### config.mk
export PLATFORM = sky130hd
export DESIGN_NAME = x_mem_player_flat
export DESIGN_NICKNAME = d
export VERILOG_FILES = /design/src/rtl/x_mem_player_pkg.sv /design/src/rtl/x_mem_player_if.sv /design/src/rtl/x_mem_player_rate.sv /design/src/rtl/x_mem_player.sv /design/src/flat_wrapper.sv
export SDC_FILE = /design/constraint.sdc
export NUM_CORES = 1
export LEC_CHECK = 0
export CAP_MARGIN = 15
export CORE_ASPECT_RATIO = 1.75
export CORE_MARGIN = 10
export CORE_UTILIZATION = 39
export DETAILED_ROUTE_END_ITERATION = 7
export PLACE_DENSITY = 0.65
export RECOVER_POWER = 25
export SYNTH_ARGS = -nofsm -noshare
export SYNTH_HDL_FRONTEND = slang
export SYNTH_HIERARCHICAL = 1
export SYNTH_SLANG_ARGS = --single-unit
### constraint.sdc
create_clock -name i_clk -period 2.5 [get_ports i_clk]
set_input_delay 0.5 -clock i_clk [delete_from_list [all_inputs] [get_ports i_clk]]
set_output_delay 0.5 -clock i_clk [all_outputs]
set_load 0.005 [all_outputs]
### src/rtl/x_mem_player_pkg.sv
// x_mem_player_pkg: shared widths and state encoding for the sample loader/player
package x_mem_player_pkg;
   localparam int ADDR_W = 11;
   localparam int DATA_W = 2;
   localparam int SAMPLES_PER_BYTE = 4;
   localparam int DIV_W = 16;
   typedef enum logic [1:0] {IDLE, LOAD, PLAY} state_t;
endpackage

### src/rtl/x_mem_player_if.sv
// x_mem_player_if: command, byte stream, RAM port and DAC signals of the player
interface x_mem_player_if;
   import x_mem_player_pkg::*;
   logic i_load, i_play, i_stop;
   logic [ADDR_W-1:0] i_len;
   logic [DIV_W-1:0] i_div;
   logic i_byte_valid;
   logic [7:0] i_byte;
   logic o_byte_ready;
   logic [ADDR_W-1:0] o_mem_addr;
   logic o_mem_we;
   logic [DATA_W-1:0] o_mem_wdata, i_mem_rdata;
   logic [DATA_W-1:0] o_dac;
   logic o_strobe, o_busy, o_done;
   modport master (
      output i_load, i_play, i_stop, i_len, i_div, i_byte_valid, i_byte, i_mem_rdata,
      input  o_byte_ready, o_mem_addr, o_mem_we, o_mem_wdata, o_dac, o_strobe, o_busy, o_done
   );
   modport slave (
      input  i_load, i_play, i_stop, i_len, i_div, i_byte_valid, i_byte, i_mem_rdata,
      output o_byte_ready, o_mem_addr, o_mem_we, o_mem_wdata, o_dac, o_strobe, o_busy, o_done
   );
endinterface

### src/rtl/x_mem_player_rate.sv
// x_mem_player_rate: free-running divider, tick every div+1 cycles once clear drops
module x_mem_player_rate
   import x_mem_player_pkg::*;
(
   input  logic             i_clk,
   input  logic             i_nrst,
   input  logic             clear,
   input  logic [DIV_W-1:0] div,
   output logic             tick
);
   logic [DIV_W-1:0] cnt;
   assign tick = !clear && cnt == div;
   always_ff @(posedge i_clk or negedge i_nrst)
      if (!i_nrst) cnt <= '0;
      else cnt <= (clear || tick) ? '0 : cnt + 1'b1;
endmodule

### src/rtl/x_mem_player.sv
// x_mem_player: unpacks bytes into a 2048x2 RAM and plays them to a DAC at a divided rate;
// define X_MEM_PLAYER_LOOP_EN for looping playback instead of one-shot.
module x_mem_player
   import x_mem_player_pkg::*;
(
   input logic           i_clk,
   input logic           i_nrst,
   x_mem_player_if.slave bus
);
`ifdef X_MEM_PLAYER_LOOP_EN
   localparam logic LOOP = 1'b1;
`else
   localparam logic LOOP = 1'b0;
`endif
   state_t state, state_n;
   logic [ADDR_W-1:0] addr, len_q;
   logic [DIV_W-1:0] div_q;
   logic [7:0] sbuf;
   logic [2:0] cnt;
   logic [DATA_W-1:0] dac_q;
   logic fresh, strobe_q, done_q, tick, wr, last, adv, take;
   x_mem_player_rate u_rate (
      .i_clk (i_clk),
      .i_nrst(i_nrst),
      .clear (state != PLAY),
      .div   (div_q),
      .tick  (tick)
   );
   assign last = addr == len_q;
   assign adv  = tick && (LOOP || !last);
   assign take = bus.i_byte_valid && bus.o_byte_ready;
   always_ff @(posedge i_clk or negedge i_nrst)
      if (!i_nrst) state <= IDLE;
      else state <= state_n;
   always_comb begin
      state_n = state;
      case (state)
         IDLE:    state_n = bus.i_load ? LOAD : bus.i_play ? PLAY : IDLE;
         LOAD:    state_n = (bus.i_stop || (wr && last)) ? IDLE : LOAD;
         PLAY:    state_n = (bus.i_stop || done_q) ? IDLE : PLAY;
         default: state_n = IDLE;
      endcase
   end
   // the DAC bypasses its holding register on strobe cycles so the RAM's one-cycle read lines up
   always_comb begin
      wr               = state == LOAD && cnt != '0 && !bus.i_stop;
      bus.o_byte_ready = state == LOAD && cnt == '0;
      bus.o_mem_we     = wr;
      bus.o_mem_wdata  = wr ? sbuf[DATA_W-1:0] : '0;
      bus.o_mem_addr   = addr;
      bus.o_busy       = state != IDLE;
      bus.o_done       = (wr && last) || done_q;
      bus.o_strobe     = strobe_q;
      bus.o_dac        = strobe_q ? bus.i_mem_rdata : dac_q;
   end
   always_ff @(posedge i_clk or negedge i_nrst)
      if (!i_nrst) begin
         addr     <= '0;
         len_q    <= '0;
         div_q    <= '0;
         sbuf     <= '0;
         cnt      <= '0;
         fresh    <= 1'b0;
         strobe_q <= 1'b0;
         done_q   <= 1'b0;
         dac_q    <= '0;
      end else begin
         if (state == IDLE && (bus.i_load || bus.i_play)) begin
            len_q <= bus.i_len;
            div_q <= bus.i_div;
         end
         addr     <= state_n == IDLE ? '0 : wr ? addr + 1'b1 : (state == PLAY && adv) ? (last ? '0 : addr + 1'b1) : addr;
         cnt      <= state_n != LOAD ? '0 : take ? 3'(SAMPLES_PER_BYTE) : wr ? cnt - 1'b1 : cnt;
         sbuf     <= take ? bus.i_byte : wr ? sbuf >> DATA_W : sbuf;
         fresh    <= state_n == PLAY && (state != PLAY || adv);
         strobe_q <= state == PLAY && fresh && !bus.i_stop;
         done_q   <= !LOOP && state == PLAY && fresh && last && !bus.i_stop;
         if (strobe_q) dac_q <= bus.i_mem_rdata;
      end
endmodule

### src/flat_wrapper.sv
// flat-port wrapper written by rule: the top's interface ports become plain ports
module x_mem_player_flat import x_mem_player_pkg::*;
  (i_clk, i_nrst, bus_i_load, bus_i_play, bus_i_stop, bus_i_len, bus_i_div, bus_i_byte_valid, bus_i_byte, bus_i_mem_rdata, bus_o_byte_ready, bus_o_mem_addr, bus_o_mem_we, bus_o_mem_wdata, bus_o_dac, bus_o_strobe, bus_o_busy, bus_o_done);
  x_mem_player_if bus_i ();
  input logic i_clk;
  input logic i_nrst;
  input wire logic [$bits(bus_i.i_load)-1:0] bus_i_load;
  input wire logic [$bits(bus_i.i_play)-1:0] bus_i_play;
  input wire logic [$bits(bus_i.i_stop)-1:0] bus_i_stop;
  input wire logic [$bits(bus_i.i_len)-1:0] bus_i_len;
  input wire logic [$bits(bus_i.i_div)-1:0] bus_i_div;
  input wire logic [$bits(bus_i.i_byte_valid)-1:0] bus_i_byte_valid;
  input wire logic [$bits(bus_i.i_byte)-1:0] bus_i_byte;
  input wire logic [$bits(bus_i.i_mem_rdata)-1:0] bus_i_mem_rdata;
  output wire logic [$bits(bus_i.o_byte_ready)-1:0] bus_o_byte_ready;
  output wire logic [$bits(bus_i.o_mem_addr)-1:0] bus_o_mem_addr;
  output wire logic [$bits(bus_i.o_mem_we)-1:0] bus_o_mem_we;
  output wire logic [$bits(bus_i.o_mem_wdata)-1:0] bus_o_mem_wdata;
  output wire logic [$bits(bus_i.o_dac)-1:0] bus_o_dac;
  output wire logic [$bits(bus_i.o_strobe)-1:0] bus_o_strobe;
  output wire logic [$bits(bus_i.o_busy)-1:0] bus_o_busy;
  output wire logic [$bits(bus_i.o_done)-1:0] bus_o_done;
  assign bus_i.i_load = bus_i_load;
  assign bus_i.i_play = bus_i_play;
  assign bus_i.i_stop = bus_i_stop;
  assign bus_i.i_len = bus_i_len;
  assign bus_i.i_div = bus_i_div;
  assign bus_i.i_byte_valid = bus_i_byte_valid;
  assign bus_i.i_byte = bus_i_byte;
  assign bus_i.i_mem_rdata = bus_i_mem_rdata;
  assign bus_o_byte_ready = bus_i.o_byte_ready;
  assign bus_o_mem_addr = bus_i.o_mem_addr;
  assign bus_o_mem_we = bus_i.o_mem_we;
  assign bus_o_mem_wdata = bus_i.o_mem_wdata;
  assign bus_o_dac = bus_i.o_dac;
  assign bus_o_strobe = bus_i.o_strobe;
  assign bus_o_busy = bus_i.o_busy;
  assign bus_o_done = bus_i.o_done;
  x_mem_player u_core (.i_clk(i_clk), .i_nrst(i_nrst), .bus(bus_i));
endmodule
**Run 1: sequential cells coloured by netlist name**

Scale: 2 px per um.
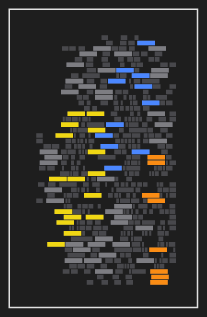
u_core/u_rate/cnt -> yellow  # placed flops 16
u_core/sbuf -> orange  # placed flops 8
u_core/bus.o_mem_addr -> blue  # placed flops 11
not coloured = 37
flop share of the area: 36.6%
final core utilization: 53.8%
Sequential Area: 1800 um2
sequential power: 1.67 mW

**Run 1: pin map**

Scale: 2 px per um. Pins as bars across the die edge, other pins in grey.
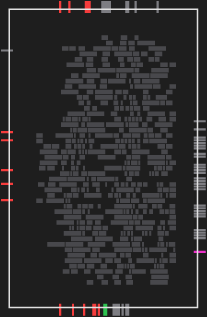
i_nrst -> magenta  # pins 1, direction input, edge right
bus_i_div -> red  # pins 16, direction input, edge 6 bottom, 5 left, 5 top
bus_o_dac -> green  # pins 2, direction output, edge bottom
all pins by edge = 28 right, 15 bottom, 14 top, 6 left
# port buffers: 62
height of the die: 148 um
horizontal die dimension: 93.4 um

==> summary.txt, run 1 <==
This note records the results obtained with Yosys and OpenROAD.

Outcome
The flow ran to the end, and the final reports show no timing, DRC or antenna violations.

Job
The total number of warnings across the stage logs is 27.

Route
The uppermost signal routing layer after detailed routing is met4. For this block, the initial DRC count from the detailed router was 104. The wire length on met3 is just over 400 um. The residual DRC count is 0. The number of detailed-routing iterations run before antenna repair is 4.

Yosys
The post-synthesis net count is 384. After synthesis, the netlist uses between 50 and 60 different library cells. The total standard cell area after synthesis is between 3000 and 4000 um2. After synthesis, the cell types taking the most area are sky130_fd_sc_hd__dfrtp_1 49%, sky130_fd_sc_hd__mux2_2 8.9%, sky130_fd_sc_hd__xnor2_1 5.5%. The post-synthesis share of cell area spent on full adders, half adders and majority gates is ~1.4%. The leading area contributor after synthesis is sky130_fd_sc_hd__dfrtp_1. The share of the synthesized area in the top cell type is about half. Counting flops with a built-in enable in the synthesized netlist gives 0.

The area fraction in mux cells is around 11%. The sequential fraction of the synthesis area is approximately half. The proportion of synthesized flip-flops having asynchronous set or reset is 100%. The synthesized-area fraction occupied by ao, oa, aoi and oai cells is 6.26%.

Cells and area
The antenna cell count is 0. Multi-input logic gates represent a cell area share of between 30% and 40%. The largest registers in the layout are u_core/div_q: 16 flops, u_core/u_rate/cnt: 16 flops. The area added between synthesis and finish is 33.9%.

In the final layout, excluding clock inverters the inverter count is 12. The final non-filler cell total is roughly 550. The library cell used most frequently in the layout, excluding fill and tap cells, is sky130_fd_sc_hd__dfrtp_1.

After the last flow step, the layout net total stands at 471. Clock cells make up between 6 and 7% of the layout cell area. Per the layout area report, the combinational gate area comes to between 1500 and 2000 um2.

In the layout the commonest cells are 72 x sky130_fd_sc_hd__dfrtp_1, 56 x sky130_fd_sc_hd__clkdlybuf4s50_1, 31 x sky130_fd_sc_hd__nor2_1, 29 x sky130_fd_sc_hd__mux2_2, 23 x sky130_fd_sc_hd__xnor2_1. The clock buffer count in the final layout is 14.

Clocking
Looking at the worst setup and hold paths, the clock pins of their registers show a slew of 0.06 ns. The root buffer cell is sky130_fd_sc_hd__clkbuf_16. TritonCTS created 9 clock buffers. The clock tree from TritonCTS is yes. The later-pin clock latency in the skew report is ~0.33 ns. The quantity of gates resized following cts is 5. The clock H-tree reported by CTS has 3 levels.

Worst setup path
The startpoint-to-endpoint class of the critical path is flip-flop to output pin. The maximum fanout encountered on the critical timing path is 6. Counting both buffers and inverters, the worst setup path holds a total of 1. STA classifies the critical path endpoint as an output pin. The family of cells with the greatest summed delay on the critical path is simple AND/OR/NAND/NOR gates.

On the worst path, the slowest cell contributes a delay of roughly 0.46 ns. The worst setup path is launched from a flip-flop.

Final timing
Setup repair after global routing left no endpoint under its margin. The number of endpoints failing setup at the final stage is 0. In this run the tightest slew margin relative to its limit is 24.8%. The largest clock skew in the final design is between 0.006 and 0.007 ns.

The total negative slack for setup checks is 0 ns. The maximum achievable frequency is roughly 0.44 GHz. Counting endpoints that fail hold in the final report gives 0.

The post-route minimum period is about 2.3 ns. The tightest hold path in the finished design has a slack of around 0.37 ns. The post-layout period usage of the worst path is 91.4%.

Pwr
The flow reports that the clock network draws 32.1% of the design power. The proportion of total power due to net switching is 28.1%. The group drawing the most power is registers. The power in combinational cells is approximately 1.2 mW. In this run the static leakage power is roughly 2.1 nW. The analysis attributes to net switching a power of roughly 1.2 mW. The power after layout is just over 4 mW.

GRT
The largest net degree at the start of global routing is 31. For this run, global-route usage on met1 was measured as between 10% and 20%. The via count of the first global-routing pass was between 2,000 and 3,000. The first-pass GRT wire length is ~15,000 um.

Die
The die covers approximately 14,000 um2. The effective utilization at floorplan is around 40%. The area of the core region is a little over 9000 um2. Across the placement rows, the number of tap cells is about 120.
**Run 1: routed metal, one colour a layer**

Scale: 2 px per um.
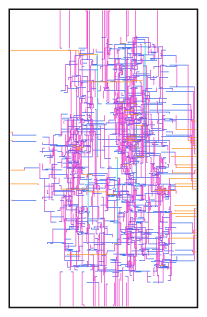
metal 3 -> orange  # wire length 414 um
metal 1 -> blue  # wire length 3,220 um
metal 4 -> cyan  # wire length 237 um
metal 2 -> magenta  # wire length 5,210 um
number of vias in the routed layout: 2,839
average detailed-routed wire length per instance: 16.5 um
GR Util All Layers: 13.7%
wirelength, routed: 9080 um

run 1: path summary, 6_finish.rpt:
kind | start | end | slack [ns] | depth (start not counted)
max reg2reg | u_core/u_rate/cnt[8]$_DFF_PN0_ | u_core/bus.o_mem_addr[9]$_DFFE_PN0P_ | 0.23 | 9
max | u_core/bus.o_mem_addr[5]$_DFFE_PN0P_ | bus_o_done | 0.21 | 5
max in group asynchronous | i_nrst | u_core/len_q[3]$_DFFE_PN0P_ | 0.77 | 2
min | i_nrst | u_core/sbuf[5]$_DFFE_PN0P_ | 0.37 | 1
min in group i_clk | u_core/sbuf[3]$_DFFE_PN0P_ | u_core/sbuf[3]$_DFFE_PN0P_ | 0.48 | 2
min reg2reg | u_core/sbuf[3]$_DFFE_PN0P_ | u_core/sbuf[3]$_DFFE_PN0P_ | 0.48 | 2
==> inputs of run 2 (changes only) <==
Settings changed: CTS_CLUSTER_SIZE from default to 16, GPL_ROUTABILITY_DRIVEN from default to 0.
==> summary.txt, run 2 <==
This note records the results obtained with Yosys and OpenROAD.

Route
The number of DRC violations after detailed-routing iteration 0 is around 100. The routed design shows a wire length per standard cell of 16.5 um. Routed signal wires occupy layers up through met4.

After detailed routing, the met3 layer carries between 400 and 500 um of wire.

Pwr
The proportion of total power due to net switching is around 28%. The clock network burns roughly a third of the power. The power in sequential cells is between 1.5 and 2 mW.

Yosys
The proportion of synthesized flip-flops having asynchronous set or reset is 100%. Yosys mapped a number of flops with a built-in enable equal to 0. By area the synthesized netlist is led by sky130_fd_sc_hd__dfrtp_1 49%, sky130_fd_sc_hd__mux2_2 8.9%, sky130_fd_sc_hd__xnor2_1 5.5%.

The cell area that synthesis handed to floorplanning was between 3000 and 4000 um2. The post-synthesis net count is roughly 380. Yosys mapped the design onto 52 distinct sky130hd cell types.

Worst setup path
The origin of the worst setup path is u_core/bus.o_mem_addr[5]$_DFFE_PN0P_. Counting both buffers and inverters, the worst setup path holds a total of 1. The cell count of the worst reg-to-reg path is 9.

The worst setup path is captured at an output pin.

Cells and area
After layout, the inverter instance count without clock inverters stands at 12. The area fraction of clock buffers and clock inverters is under 10%. After the flow finishes, the layout carries non-filler instances totaling 549.

The combinational gate area is 1790 um2. The top cell type in the final layout, fill and taps aside, is sky130_fd_sc_hd__dfrtp_1. Per the layout area report, the combinational fraction of cell area is between 30 and 40%. The clock buffer count in the final layout is 14. The largest registers in the layout are u_core/div_q: 16 flops, u_core/u_rate/cnt: 16 flops.

Clocking
The number of buffers created by CTS is 9. The clock tree from TritonCTS is yes.

Job
The total number of warnings across the stage logs is 27.

Final timing
The number of endpoints failing setup at the final stage is 0. The post-route minimum period is around 2.3 ns. The largest clock skew in the final design is 0.00676 ns.

Setup repair after global routing left no endpoint under its margin. The tightest slew margin relative to the limit is between 20% and 30%. The total negative slack for setup checks is 0 ns.

Die
The floorplan step defined a die boundary enclosing between 10,000 and 15,000 um2. The die boundary width is slightly above 90 um. The effective utilization at floorplan is between 40 and 50%.

Outcome
The run finished with clean final reports.

GRT
The via count of the first global-routing pass was 2,966.
-- run 2: cell counts in the layout (fill, tap and decap cells not counted) --
Identical to the previous run, type by type.
-- run 2: through the flow --
| stage | worst slack, ns | hold WS, ns | total power, mW | utilization (%) |
|---|---|---|---|---|
| 2_1_floorplan | 0.515 | 0.204 | 2.39 | - |
| 3_3_place_gp | -0.0120 | 0.462 | 2.81 | 50.1 |
| 3_5_place_dp | -0.0478 | 0.471 | 2.85 | 50.1 |
| 4_1_cts | 0.00622 | 0.140 | 4.21 | 53.6 |
| 5_1_grt | 0.0308 | 0.462 | 4.39 | 53.8 |
| 6_report | 0.214 | 0.370 | 4.15 | 53.8 |
-- run 2: timing repair --
action,in CTS,in global routing
buffers inserted,0,0
gates resized,5,7
setup endpoints to repair,3,2
pin swaps,0,1
**Run 2: pin map**

Scale: 2 px per um. Pins as bars across the die edge, other pins in grey.
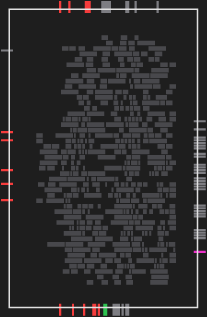
bus_i_div -> red  # pins 16, direction input, edge 6 bottom, 5 left, 5 top
i_nrst -> magenta  # pins 1, direction input, edge right
bus_o_dac -> green  # pins 2, direction output, edge bottom
all pins by edge = 28 right, 15 bottom, 14 top, 6 left

**Run 2: routed metal, one colour a layer**

Scale: 2 px per um.
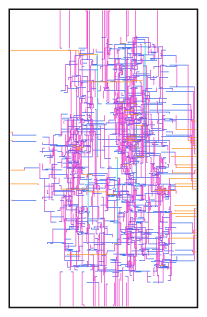
metal 1 -> blue  # wire length 3,220 um
metal 3 -> orange  # wire length 414 um
metal 4 -> cyan  # wire length 237 um
metal 2 -> magenta  # wire length 5,210 um

**Run 2: congestion heat map**

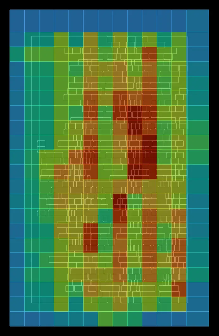
global routing usage on met3: 3.88%
routing layer with the top usage in global route: met2
M1 GR Usage: 12.8%
met2 usage in global routing: 25.8%

==> inputs of run 3 (changes only) <==
Settings changed: DONT_BUFFER_PORTS from default to 1, PLACE_DENSITY 0.65 to 0.56.
==> summary.txt, run 3 <==
This note records the results obtained with Yosys and OpenROAD.

Final timing
The clock period could shrink to ~2.3 ns. The count of final max-slew check failures is between 70 and 80. The maximum achievable frequency is 0.444 GHz. The largest clock skew in the final design is about 0.0093 ns. The total negative slack for setup checks is 0 ns. The number of endpoints failing setup at the final stage is 0. In this run the tightest slew margin relative to its limit is -16.6%. Setup slack closes at 0.248 ns. Of the available clock period, the critical path in the final layout requires roughly 90%. Hold timing on the final database bottoms out at a slack of ~0.26 ns. Setup repair after global routing left no endpoint under its margin.

Worst setup path
STA shows the worst reg2reg path with a cell count of 8. The kind of start point of the critical path is a flip-flop. The delay of the slowest critical-path stage is about 0.43 ns.

The maximum fanout encountered on the critical timing path is 7. Looking at the reg2reg group, the worst path starts from u_core/u_rate/cnt[8]$_DFF_PN0_. The number of buffers and inverters on the critical path is 0. The endpoint of the worst-slack reg-to-reg timing path is u_core/bus.o_mem_addr[9]$_DFFE_PN0P_. Among cell families on the critical path, the largest total delay comes from simple AND/OR/NAND/NOR gates. The element type at the critical path end is a flip-flop. Counting buffers and inverters, the worst setup path is 8 cells deep.

The register-to-register setup slack is between 0.2 and 0.25 ns. Tracing the worst setup path back leads to its startpoint at u_core/u_rate/cnt[8]$_DFF_PN0_. The capture point of the worst path is u_core/bus.o_mem_addr[9]$_DFFE_PN0P_.

Die
The effective utilization at floorplan is 40.2%. Per the OpenROAD floorplan log, the height of the die is approximately 150 um. The die boundary width is 93.4 um. The area of the core region is 9150 um2. The number of tapcells is roughly 120.

Outcome
The run finished, with violations left. The checks that failed: max-capacitance violations, max-slew violations.

Yosys
The number of nets in the synthesized netlist is about 380. By area the synthesized netlist is led by sky130_fd_sc_hd__dfrtp_1 49%, sky130_fd_sc_hd__mux2_2 8.9%, sky130_fd_sc_hd__xnor2_1 5.5%. The share of the synthesized area in the top cell type is between 40% and 50%. The count of cell types in the netlist is 52. The total standard cell area after synthesis is around 3700 um2.

After synthesis, the share of flip-flops with an asynchronous set or reset is 100%. In this run, the synthesized area fraction spent on adder and majority cells is recorded as around 1.4%. Looking at area per cell type in the netlist, the leader is sky130_fd_sc_hd__dfrtp_1.

Multiplexer cells account for 11.1% of the synthesized area.

Job
The number of warnings reported in the stage logs is 27. The tool flagged a number of max-cap violations equal to 1.

Placed design
The setup slack after placement is about 0.15 ns. Input and output buffers added on the ports amount to 0.

GRT
Entering global routing, the biggest net connects ~73 pins.

Pwr
The power after layout is 3.75 mW. The reported leakage power is roughly 1.7 nW. The power in combinational cells is 0.934 mW.

The net switching power figure is around 1.1 mW. Per report_power, the top consumer among the power groups is registers.

Hold path
The worst hold path endpoint is u_core/bus.o_strobe$_DFF_PN0_. The hold-critical path depth is 1. The critical hold path startpoint is bus_i_stop.

Cells and area
The combinational gate area is roughly 1800 um2. The final non-filler cell total is between 400 and 500. By instance count after routing, the leading logic cell type is sky130_fd_sc_hd__dfrtp_1. In the layout the commonest cells are 72 x sky130_fd_sc_hd__dfrtp_1, 31 x sky130_fd_sc_hd__nor2_1, 29 x sky130_fd_sc_hd__mux2_2, 23 x sky130_fd_sc_hd__xnor2_1, 20 x sky130_fd_sc_hd__nand3_1. The layout has 13 clock buffers. Per the final report, the share of cell area in clock cells is roughly 6.3%. The area added between synthesis and finish is 10.9%. The number of inverters outside the clock class in the layout is 12. For this run, the script counts the antenna cells in the layout as 0. The register area is 1800 um2.

The multi-input combinational area share is between 40% and 50%. The registers reported with the highest flop counts are u_core/div_q: 16 flops, u_core/u_rate/cnt: 16 flops.

Clocking
Looking at the worst setup and hold paths, the clock pins of their registers show a slew of 0.06 ns. TritonCTS built the clock tree. The clock reaches the later pin of the worst-skew pair after approximately 0.33 ns. The total number of H-tree levels is 3.

In this run, CTS created clock tree buffers numbering 9. The total setup buffers inserted after CTS is 0. The tree is rooted in a sky130_fd_sc_hd__clkbuf_16.

Route
The residual DRC count is 0.
==> run 3: cell counts after synthesis <==
Identical to the previous run, type by type.
==> run 3: routing by layer <==
layer	vias to the layer above	wire, um	global-route usage, %
li1	1201	-	-
met1	1259	3190	13.4
met2	64	4650	23.0
met3	11	570	4.99
met4	0	132	5.35
met5	-	0	0
==> run 3: cell families (layout without fill, tap and decap cells) <==
logic type / after synthesis / in the layout
buffers and inverters: 22 / 31
adders and majority gates: 4 / 4
and+or+nand+nor: 126 / 126
xor gates and xnor gates: 42 / 42
muxes: 37 / 37
AOI/OAI and AO/OA: 34 / 34
DFF: 72 / 72
==> run 3: what timing repair did <==
action / 4_1_cts / 5_1_grt
resized: 0 / 4
hold endpoints to repair: 72 / 0
hold buffers: 1 / 0
setup endpoints to repair: 0 / 2
**Run 3: sequential cells coloured by netlist name**

Scale: 2 px per um.
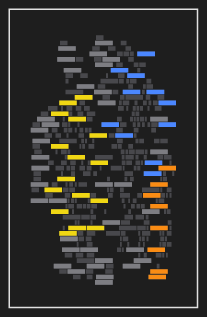
u_core/sbuf -> orange  # placed flops 8
u_core/u_rate/cnt -> yellow  # placed flops 16
u_core/bus.o_mem_addr -> blue  # placed flops 11
final core utilization: 44.6%
sequential power: 1.68 mW
flop share of the area: 44.2%

**Run 3: routed metal, one colour a layer**

Scale: 2 px per um.
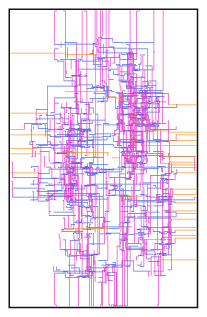
metal 4 -> cyan  # wire length 133 um
metal 3 -> orange  # wire length 570 um
metal 2 -> magenta  # wire length 4,650 um
metal 1 -> blue  # wire length 3,190 um
number of vias in the routed layout: 2,535
wirelength, routed: 8540 um
GR Util All Layers: 13.1%
average detailed-routed wire length per instance: 18.3 um

**Run 3: congestion heat map**

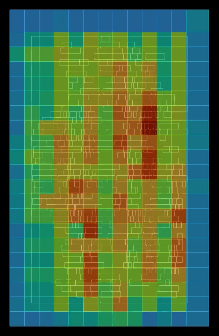
global routing usage on met3: 4.99%
met2 usage in global routing: 23.0%
M1 GR Usage: 13.4%

Power figures rest on the tool's default switching activity, not on a simulated workload.
